## config.mk

```make
export PLATFORM = sky130hd
export DESIGN_NAME = atm_balance_arbiter
export DESIGN_NICKNAME = d
export VERILOG_FILES = /design/src/rtl/atm_pkg.sv /design/src/rtl/atm_rr_arbiter.sv /design/src/rtl/atm_balance_arbiter.sv
export SDC_FILE = /design/constraint.sdc
export NUM_CORES = 1
export LEC_CHECK = 0
export CAP_MARGIN = 20
export CORE_ASPECT_RATIO = 1.2
export CORE_MARGIN = 3
export CORE_UTILIZATION = 28
export CTS_CLUSTER_SIZE = 12
export DETAILED_ROUTE_END_ITERATION = 8
export MAX_ROUTING_LAYER = met4
export PLACE_DENSITY = 0.45
export SYNTH_ARGS = -nofsm -noshare
export SYNTH_HDL_FRONTEND = slang
export SYNTH_HIERARCHICAL = 1
export SYNTH_SLANG_ARGS = --single-unit
```

## constraint.sdc

```tcl
create_clock -name clk -period 6.66 [get_ports clk]
set_input_delay 1.332 -clock clk [delete_from_list [all_inputs] [get_ports clk]]
set_output_delay 1.332 -clock clk [all_outputs]
set_load 0.05 [all_outputs]
```

## src/rtl/atm_pkg.sv

```systemverilog
// Shared definitions for the ATM balance arbiter: FSM state encoding and
// transaction-type codes used by the arbiter top and its requesters.
package atm_pkg;

   typedef enum logic [1:0] {
      IDLE   = 2'd0,
      CHECK  = 2'd1,
      UPDATE = 2'd2,
      RESP   = 2'd3
   } state_t;

   localparam logic DEPOSITO = 1'b0;
   localparam logic RETIRO   = 1'b1;

endpackage

```

## src/rtl/atm_rr_arbiter.sv

```systemverilog
// Combinational round-robin pick: searches req_valid upward from rr_ptr,
// wrapping at N_REQ, and reports the first set requester.
module atm_rr_arbiter #(
   parameter int N_REQ = 4,
   parameter int IDX_W = $clog2(N_REQ)
) (
   input  logic [N_REQ-1:0] req_valid,
   input  logic [IDX_W-1:0] rr_ptr,
   output logic [IDX_W-1:0] winner,
   output logic             any_valid
);

   int cand;

   // First valid requester at or after rr_ptr, modulo N_REQ.
   always_comb begin
      winner    = '0;
      any_valid = 1'b0;
      cand      = 0;
      for (int i = 0; i < N_REQ; i++) begin
         cand = int'(rr_ptr) + i;
         if (cand >= N_REQ) cand = cand - N_REQ;
         if (!any_valid && req_valid[cand[IDX_W-1:0]]) begin
            any_valid = 1'b1;
            winner    = IDX_W'(cand);
         end
      end
   end

endmodule

```

## src/rtl/atm_balance_arbiter.sv

```systemverilog
// Single-writer arbiter for the shared account balance. Requests from N_REQ
// ATM front-ends are granted round-robin and sequenced IDLE -> CHECK ->
// UPDATE -> RESP. Optional macro LIMITE_RETIRO_EN adds a per-transaction
// withdrawal limit (MAX_RETIRO) checked ahead of the funds check.
//
// Handshake: a requester raises req_valid[i] with req_tipo[i]/req_monto held
// stable until ack[i] pulses (one cycle after the sampling edge). The result
// arrives as a one-cycle done[i] pulse with exactly one status flag set.
// req_valid must be dropped by the cycle after done, otherwise it counts as
// a new request. Inputs are only looked at while the FSM is IDLE.
module atm_balance_arbiter
   import atm_pkg::*;
#(
   parameter int N_REQ        = 4,
   parameter int MONTO_W      = 32,
   parameter int BAL_W        = 64,
   parameter int INIT_BALANCE = 50000,
   parameter int MAX_RETIRO   = 20000
) (
   input  logic                     clk,
   input  logic                     rst,
   input  logic [N_REQ-1:0]         req_valid,
   input  logic [N_REQ-1:0]         req_tipo,
   input  logic [N_REQ*MONTO_W-1:0] req_monto,
   output logic [N_REQ-1:0]         ack,
   output logic [N_REQ-1:0]         done,
   output logic                     ok,
   output logic                     fondos_insuficientes,
   output logic                     overflow,
   output logic                     limite_excedido,
   output logic [BAL_W-1:0]         balance,
   output logic                     busy,
   output logic [1:0]               state_dbg
);

   localparam int IDX_W = $clog2(N_REQ);

   // Elaboration-time sanity checks on the configuration.
   if (BAL_W <= MONTO_W || N_REQ < 2 || N_REQ > 8 || MAX_RETIRO < 0) begin : g_bad_params
      $error("atm_balance_arbiter: illegal parameter combination");
   end

   state_t             state;
   logic [IDX_W-1:0]   rr_ptr;
   logic [IDX_W-1:0]   idx_q;
   logic               tipo_q;
   logic [MONTO_W-1:0] monto_q;
   logic               fondos_q;
   logic               over_q;
   logic               lim_q;

   logic [IDX_W-1:0]   winner;
   logic               any_valid;

   logic [BAL_W-1:0]   monto_ext;
   logic [BAL_W:0]     sum_c;
   logic               lim_c;
   logic               fondos_c;
   logic               over_c;

   atm_rr_arbiter #(
      .N_REQ (N_REQ),
      .IDX_W (IDX_W)
   ) u_rr (
      .req_valid (req_valid),
      .rr_ptr    (rr_ptr),
      .winner    (winner),
      .any_valid (any_valid)
   );

   assign busy      = (state != IDLE);
   assign state_dbg = state;

   // Evaluate the latched request against the current balance; the
   // deposit sum carries one extra bit so overflow is visible.
   always_comb begin
      monto_ext = {{(BAL_W-MONTO_W){1'b0}}, monto_q};
      sum_c     = {1'b0, balance} + {1'b0, monto_ext};
`ifdef LIMITE_RETIRO_EN
      lim_c     = (tipo_q == RETIRO) && (monto_q > MONTO_W'(MAX_RETIRO));
`else
      lim_c     = 1'b0;
`endif
      fondos_c  = (tipo_q == RETIRO) && !lim_c && (monto_ext > balance);
      over_c    = (tipo_q == DEPOSITO) && sum_c[BAL_W];
   end

   // Transaction sequencer with registered handshake/status outputs.
   always_ff @(posedge clk or negedge rst) begin
      if (!rst) begin
         state                <= IDLE;
         balance              <= BAL_W'(INIT_BALANCE);
         rr_ptr               <= '0;
         idx_q                <= '0;
         tipo_q               <= DEPOSITO;
         monto_q              <= '0;
         fondos_q             <= 1'b0;
         over_q               <= 1'b0;
         lim_q                <= 1'b0;
         ack                  <= '0;
         done                 <= '0;
         ok                   <= 1'b0;
         fondos_insuficientes <= 1'b0;
         overflow             <= 1'b0;
         limite_excedido      <= 1'b0;
      end else begin
         ack                  <= '0;
         done                 <= '0;
         ok                   <= 1'b0;
         fondos_insuficientes <= 1'b0;
         overflow             <= 1'b0;
         limite_excedido      <= 1'b0;
         case (state)
            IDLE: begin
               if (any_valid) begin
                  idx_q   <= winner;
                  tipo_q  <= req_tipo[winner];
                  monto_q <= req_monto[winner*MONTO_W +: MONTO_W];
                  ack     <= N_REQ'(1) << winner;
                  state   <= CHECK;
               end
            end
            CHECK: begin
               fondos_q <= fondos_c;
               over_q   <= over_c;
               lim_q    <= lim_c;
               state    <= UPDATE;
            end
            UPDATE: begin
               if (!(fondos_q || over_q || lim_q)) begin
                  if (tipo_q == RETIRO) balance <= balance - monto_ext;
                  else                  balance <= sum_c[BAL_W-1:0];
               end
               state <= RESP;
            end
            RESP: begin
               done                 <= N_REQ'(1) << idx_q;
               ok                   <= !(fondos_q || over_q || lim_q);
               fondos_insuficientes <= fondos_q;
               overflow             <= over_q;
               limite_excedido      <= lim_q;
               rr_ptr               <= (int'(idx_q) == N_REQ-1) ? '0 : idx_q + 1'b1;
               state                <= IDLE;
            end
            default: state <= IDLE;
         endcase
      end
   end

endmodule

```

**Run 1: routing congestion**

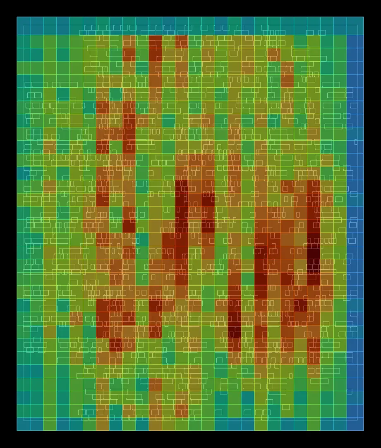
global-route track usage on met2: 37.5%
GR peak layer: met2
GR Layer Usage met1: 23.3%
global-route track usage on met3: 2.60%
Post-Route Utilization: 37.3%

**Run 1: met1 routing**

Scale: 3 px per µm. Supply wires on this layer in gray. Cells faint in the background.
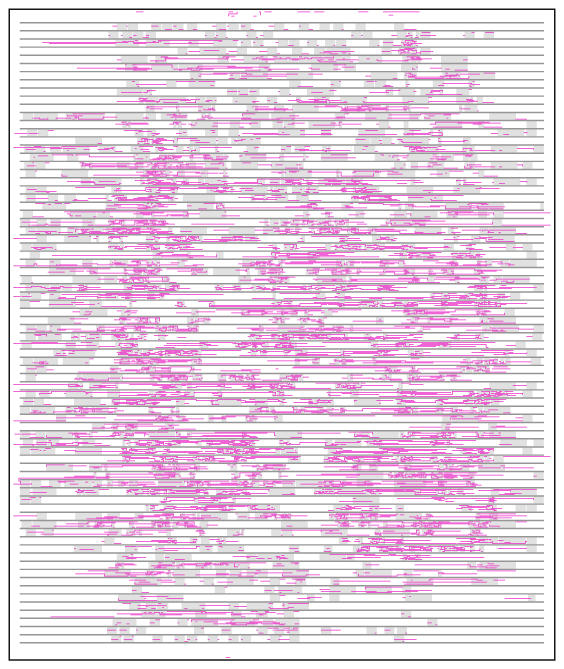
wire length on this layer: 15800 µm
longest straight run: 53.8 µm
share of all routed wire: 40%

==> results.env, run 1 <==
WHS_PATH_DEPTH=2
TOPCOMBFAMILYBYAREA='AND-OR/OR-AND gates'
TIMING.CRITICAL_PATH.ARRIVAL_PS=4190
SYNTH_TO_LAYOUT_AREA_GROWTH_PCT=30.6
WORST_PIN_SLEW_PS=1120
TOTAL_POWER_mW=8.55
YOSYS-TOP-CELLS-AREA='sky130_fd_sc_hd__dfrtp_1 27%, sky130_fd_sc_hd__ha_1 8.7%, sky130_fd_sc_hd__mux4_2 7.2%'
YS_WARN_COUNT=6
AREA_FRACTION_OF_THE_DOMINANT_CELL_TYPE_AFTER_SYNTHESIS_PCT=26.7
WORST_SETUP_PATH_START_KIND='flip-flop'
SYNTH_TOP_FLOP_CELL='sky130_fd_sc_hd__dfrtp_1'
POWER_DENSITY_nW_PER_UM2=634
RUN_STATUS='complete, no violations'
POST_PLACE_SETUP_SLACK_PS=2560
REG2REG_DEPTH=12
LAY_TOP_COUNT='sky130_fd_sc_hd__clkdlybuf4s50_1'
REG2REG_TO='fondos_q$_DFFE_PN0N_'
DP.FINAL_HPWL_UM=31300
FINAL.SETUP_SKEW_PS=15.0
POSTROUTEANTENNANETS=0
FINAL_SETUP_VIOLATING_ENDPOINTS=0
NUMSYNTHFLOPS=116
CTS_HOLD_BUF=0
CTS_BUFS_INSERTED=17
GLOBAL_ROUTE.USAGE.TOTAL_PCT=20.7
DR.FIRST_ITER.DRC_COUNT=711
CTS-RESIZED-GATES=0
LAY_TOP_CELLS='214 x sky130_fd_sc_hd__clkdlybuf4s50_1, 109 x sky130_fd_sc_hd__dfrtp_1, 105 x sky130_fd_sc_hd__nand2_1'
SYNTHESIS.AREA_PER_INSTANCE_UM2=8.49
MUX_SHARE_PCT=11.8
CRITICAL_PATH.STARTPOINT='balance[0]$_DFFE_PN0P_'
SYNTH_CELL_TYPES=78
BUFFER_PORTS.INSERTED=215
ROUTE.VIAS.TOTAL=10115
YS_CHIP_AREA_UM2=10300
ASYNCSETRESETFLOPFRACSYNTH_PCT=100
WIRELENGTH_UM=40000
HP-START='balance[4]$_DFFE_PN1P_'
MAXSLEWVIOLCOUNT=0
FIRST_PASS_ITERS=5
YS_SH_AOI_PCT=20.4
WORST-ENDPOINT-REQUIRED_PS=6980
CTS_TREE='yes'
FINAL.SETUP.TNS_PS=0
**Run 1: M4 wires**

Scale: 2 px per µm. Supply wires on this layer in gray.
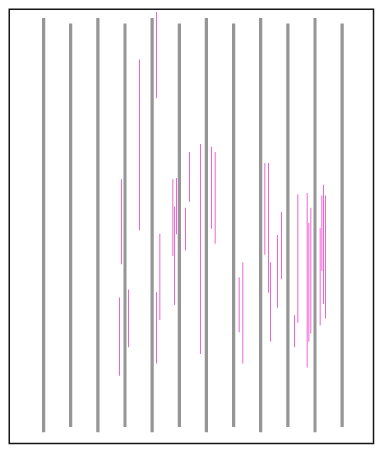
main direction: vertical
wire length on this layer: 1460 µm
longest straight run: 105 µm

## run 1: flip-flops by register name (all words and copies together), names as in the netlist, 2 cells and up
register / cells
done: 4
rr_ptr: 2
ack: 4
monto_q: 32
state_dbg: 2
idx_q: 2
balance: 64
## run 1: synth_stat cells, types with 9 or more instances
master                     count
sky130_fd_sc_hd__o21bai_1     10
sky130_fd_sc_hd__and2_1       14
sky130_fd_sc_hd__nor2_1       88
sky130_fd_sc_hd__xnor2_1      53
sky130_fd_sc_hd__nor2b_1      12
sky130_fd_sc_hd__nand2b_1     11
sky130_fd_sc_hd__clkbuf_1     59
sky130_fd_sc_hd__nand4_1      29
sky130_fd_sc_hd__ha_1         72
sky130_fd_sc_hd__mux4_2       33
sky130_fd_sc_hd__inv_1        76
sky130_fd_sc_hd__nor3_1       31
sky130_fd_sc_hd__and3_1       12
sky130_fd_sc_hd__a31oi_1      11
sky130_fd_sc_hd__or3_1        10
sky130_fd_sc_hd__dfrtp_1     110
sky130_fd_sc_hd__nor4_1       25
sky130_fd_sc_hd__mux2_2       36
sky130_fd_sc_hd__o31ai_1      19
sky130_fd_sc_hd__nand2_1     107
sky130_fd_sc_hd__o21ai_0      74
sky130_fd_sc_hd__or4_1         9
sky130_fd_sc_hd__o21ai_1      13
sky130_fd_sc_hd__nand3_1      38
sky130_fd_sc_hd__a21oi_1      95
sky130_fd_sc_hd__a211oi_1     10
sky130_fd_sc_hd__a21o_1       11
## run 1: cells by family after synthesis
| family | count (synthesis) |
|---|---|
| multiplexers | 76 |
| AND-OR/OR-AND | 328 |
| adder cells (fa/ha/maj) | 74 |
| other | 1 |
| buffers and inverters | 152 |
| flip-flops | 116 |
| XOR/XNOR | 61 |
| AND/OR/NAND/NOR | 408 |
## run 1: cell type report
type                       instances  area (µm²)
multi-input combinational        948        6850
timing repair buffer             225        2220
inverter                          78         293
clock buffer                      19         443
sequential                       116        2910
tap                              468         586
fill                            3773       22600
clock inverter                    13         183
## run 1: metal layers
| layer | track usage, % | share of wire [%] | vias to the layer above |
|---|---|---|---|
| met5 | - | 0 | - |
| met1 | 23.3 | 40 | 4942 |
| met3 | 2.60 | 3.5 | 75 |
| met2 | 37.5 | 53 | 289 |
| met4 | 8.03 | 3.6 | 0 |
| li1 | - | - | 4809 |
## run 1: worst max-delay path: stages (launching register included)
cell	delay [ps]
sky130_fd_sc_hd__dfrtp_1	380
sky130_fd_sc_hd__inv_1	60
sky130_fd_sc_hd__ha_1	220
sky130_fd_sc_hd__fa_1	380
sky130_fd_sc_hd__nor2b_1	210
sky130_fd_sc_hd__o31ai_1	150
sky130_fd_sc_hd__a2111oi_0	590
sky130_fd_sc_hd__nor4_1	170
sky130_fd_sc_hd__o31ai_1	560
sky130_fd_sc_hd__a21o_1	350
sky130_fd_sc_hd__a21oi_1	200
sky130_fd_sc_hd__and4b_1	240
sky130_fd_sc_hd__mux2_2	250
## run 1: where the power goes
group	switching, mW	leakage [nW]	internal (mW)	total [mW]
Combinational	3.88	3.64	2.17	6.05
Clock	0.386	0.295	0.635	1.02
Sequential	0.444	1.44	1.04	1.48
==> inputs of run 2 (changes only) <==
--- a/config.mk
+++ b/config.mk
@@ -12,7 +12,7 @@
 export CTS_CLUSTER_SIZE = 12
 export DETAILED_ROUTE_END_ITERATION = 8
 export MAX_ROUTING_LAYER = met4
-export PLACE_DENSITY = 0.45
+export PLACE_DENSITY = 0.47
 export SYNTH_ARGS = -nofsm -noshare
 export SYNTH_HDL_FRONTEND = slang
 export SYNTH_HIERARCHICAL = 1
==> constraint.sdc (replaced) <==
create_clock -name clk -period 3.28 [get_ports clk]
set_input_delay 0.656 -clock clk [delete_from_list [all_inputs] [get_ports clk]]
set_output_delay 0.656 -clock clk [all_outputs]
set_load 0.05 [all_outputs]
**Run 2: routing congestion**

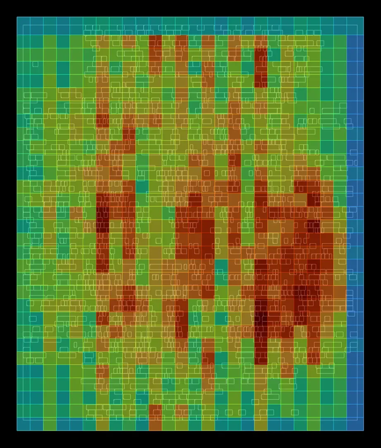
Overall Global Routing Usage: 21.5%
Post-Route Utilization: 42.6%
global-route track usage on met2: 38.9%
GR Layer Usage met1: 23.8%
average wire per cell in the routed design: 20.3 µm

==> results.env, run 2 <==
SYNTH_TO_LAYOUT_AREA_GROWTH_PCT=49.1
NUMSYNTHFLOPS=116
NUMBER_OF_FLIP_FLOPS_UNDER_THE_LARGEST_REGISTER_NAME=64
LAY_TOP_CELLS='214 x sky130_fd_sc_hd__clkdlybuf4s50_1, 209 x sky130_fd_sc_hd__buf_4, 107 x sky130_fd_sc_hd__dfrtp_1'
N_ANTENNA_CELL=0
SYNTHTOPCELLSBYCOUNT='110 x sky130_fd_sc_hd__dfrtp_1, 107 x sky130_fd_sc_hd__nand2_1, 95 x sky130_fd_sc_hd__a21oi_1, 88 x sky130_fd_sc_hd__nor2_1, 76 x sky130_fd_sc_hd__inv_1'
RUN_STATUS='complete, no violations'
MAXSLEWVIOLCOUNT=0
ASYNCSETRESETFLOPFRACSYNTH_PCT=100
SYNTHESIS.AREA_PER_INSTANCE_UM2=8.49
REG2REG_TO='balance[48]$_DFFE_PN0P_'
TIMING.CRITICAL_PATH.ARRIVAL_PS=3510
CTS-HTREE-LEVELS=4
WORST_SETUP_PATH_START_KIND='flip-flop'
LAY_TOP_COUNT='sky130_fd_sc_hd__clkdlybuf4s50_1'
AREA_FRACTION_OF_THE_DOMINANT_CELL_TYPE_AFTER_SYNTHESIS_PCT=26.7
BUFFER_PORTS.INSERTED=215
CTS_BUFS_INSERTED=17
POWER_DENSITY_nW_PER_UM2=1330
ENABLE_FLOP_CELLS=0
TRITONCTS_NUM_SINKS=116
YS_CHIP_AREA_UM2=10300
SYNTH-CELLS-YOSYS=1216
SYNTH_CELL_TYPES=78
POSTROUTEANTENNANETS=0
TOTAL_POWER_mW=20.5
CTS-RESIZED-GATES=10
YOSYS-TOP-CELLS-AREA='sky130_fd_sc_hd__dfrtp_1 27%, sky130_fd_sc_hd__ha_1 8.7%, sky130_fd_sc_hd__mux4_2 7.2%'
R2R_START='monto_q[0]$_DFFE_PN0P_'
DP.FINAL_HPWL_UM=33500
SYNTH_TOP_FLOP_CELL='sky130_fd_sc_hd__dfrtp_1'
CTS_TREE='yes'
WORST-ENDPOINT-REQUIRED_PS=3590
WORST_PIN_SLEW_PS=612
REGMOSTFLOPS='balance'
FINAL.SETUP_SKEW_PS=10.1
TOP_REGS='balance x64, monto_q x32'
YOSYSMOSTFREQUENTCELL='sky130_fd_sc_hd__dfrtp_1'
LAYOUT_WORST_PATH_CYCLE_SHARE_PCT=97.4
FINAL_SETUP_VIOLATING_ENDPOINTS=0
DR.FIRST_ITER.DRC_COUNT=669
TIMING.CRITICAL_PATH.TO_TYPE='flip-flop'
CTS_HOLD_BUF=0
REG2REG_DEPTH=14
SYNTH-SEQ-AREA-SHARE_PCT=28.2
FIRST_PASS_ITERS=5
YS_WARN_COUNT=6
DESIGN.CORE.AREA_UM2=36100
**Run 2: M4 wires**

Scale: 2 px per µm. Supply wires on this layer in gray.
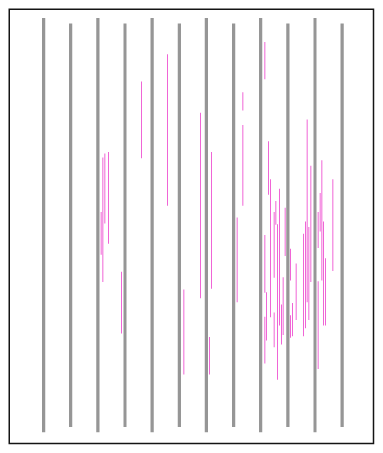
wire length on this layer: 1730 µm
longest straight run: 92.5 µm
share of all routed wire: 4.1%
total via count in the routed design: 10978
routed wire length: 42000 µm

-- run 2: netlist changes by cell type in the layout (fill, tap and decap cells not counted), moves of 5 or more --
cell / previous run / this run
sky130_fd_sc_hd__ha_1: 72 / 66
sky130_fd_sc_hd__a21oi_1: 93 / 88
sky130_fd_sc_hd__a21oi_2: 1 / 6
sky130_fd_sc_hd__buf_4: 11 / 209
-- run 2: cell families after synthesis --
kind of cell	Yosys count	share of synthesized area (%)
multiplexers	76	11.8
flip-flops	116	28.2
buffers and inverters	152	5.75
AND/OR/NAND/NOR	408	19.6
AND-OR/OR-AND	328	20.4
XOR/XNOR	61	5.17
adder cells (fa/ha/maj)	74	9.11
other	1	0.0363
-- run 2: area by class of cell --
| class | count | area [µm²] |
|---|---|---|
| flip-flops and latches | 116 | 2910 |
| fillers | 3649 | 20700 |
| well taps | 468 | 586 |
| repair buffers | 430 | 3820 |
| multi-input cells | 948 | 7200 |
| clock buffers | 21 | 480 |
| clock inverters | 11 | 100 |
| inverters | 78 | 293 |
-- run 2: worst max path at each step --
stage	from	to	cells after the start
6_report	monto_q[0]$_DFFE_PN0P_	balance[48]$_DFFE_PN0P_	14
5_1_grt	balance[6]$_DFFE_PN1P_	balance[45]$_DFFE_PN0P_	12
4_1_cts	balance[0]$_DFFE_PN0P_	balance[42]$_DFFE_PN0P_	14
3_5_place_dp	balance[4]$_DFFE_PN1P_	balance[45]$_DFFE_PN0P_	12
3_3_place_gp	balance[4]$_DFFE_PN1P_	balance[45]$_DFFE_PN0P_	12
2_1_floorplan	balance[6]$_DFFE_PN1P_	balance[45]$_DFFE_PN0P_	11
-- run 2: critical path, cell delays in order (launching register included) --
cell	delay, ps
sky130_fd_sc_hd__dfrtp_1	420
sky130_fd_sc_hd__ha_4	180
sky130_fd_sc_hd__fa_2	330
sky130_fd_sc_hd__nor2b_4	140
sky130_fd_sc_hd__o2111ai_2	190
sky130_fd_sc_hd__nand3_2	130
sky130_fd_sc_hd__a21o_1	220
sky130_fd_sc_hd__a41o_4	300
sky130_fd_sc_hd__buf_6	120
sky130_fd_sc_hd__o41ai_4	410
sky130_fd_sc_hd__buf_6	190
sky130_fd_sc_hd__buf_4	100
sky130_fd_sc_hd__nand3b_1	90
sky130_fd_sc_hd__a21oi_1	80
sky130_fd_sc_hd__xor2_1	160
-- run 2: where the power goes --
group	leakage (nW)	total (mW)	switching, mW	internal (mW)
clock network	0.274	1.88	0.760	1.12
logic	4.73	16.0	9.24	6.75
registers	1.44	2.63	0.527	2.11
-- run 2: routing by layer --
layer	GRT usage, %	vias to the layer above	wire length, µm	share of wire, %
met2	38.9	334	22200	53
met3	2.74	97	1610	3.8
met4	8.61	0	1730	4.1
met5	-	-	0	0
met1	23.8	5351	16500	39
li1	-	5196	-	-
-- run 2: stage by stage --
step	hold slack [ps]	instance area [µm²]	worst slack, ps	setup TNS, ps	util, %
6_report	181	15400	85.4	0	42.6
5_1_grt	214	15400	-41.6	-143	42.6
4_1_cts	186	15000	25.5	0	41.6
3_5_place_dp	501	14400	-223	-1070	39.9
3_3_place_gp	495	14400	-185	-655	39.9
2_1_floorplan	360	10300	63.6	0	-
Power is estimated from default activity; no workload was simulated.
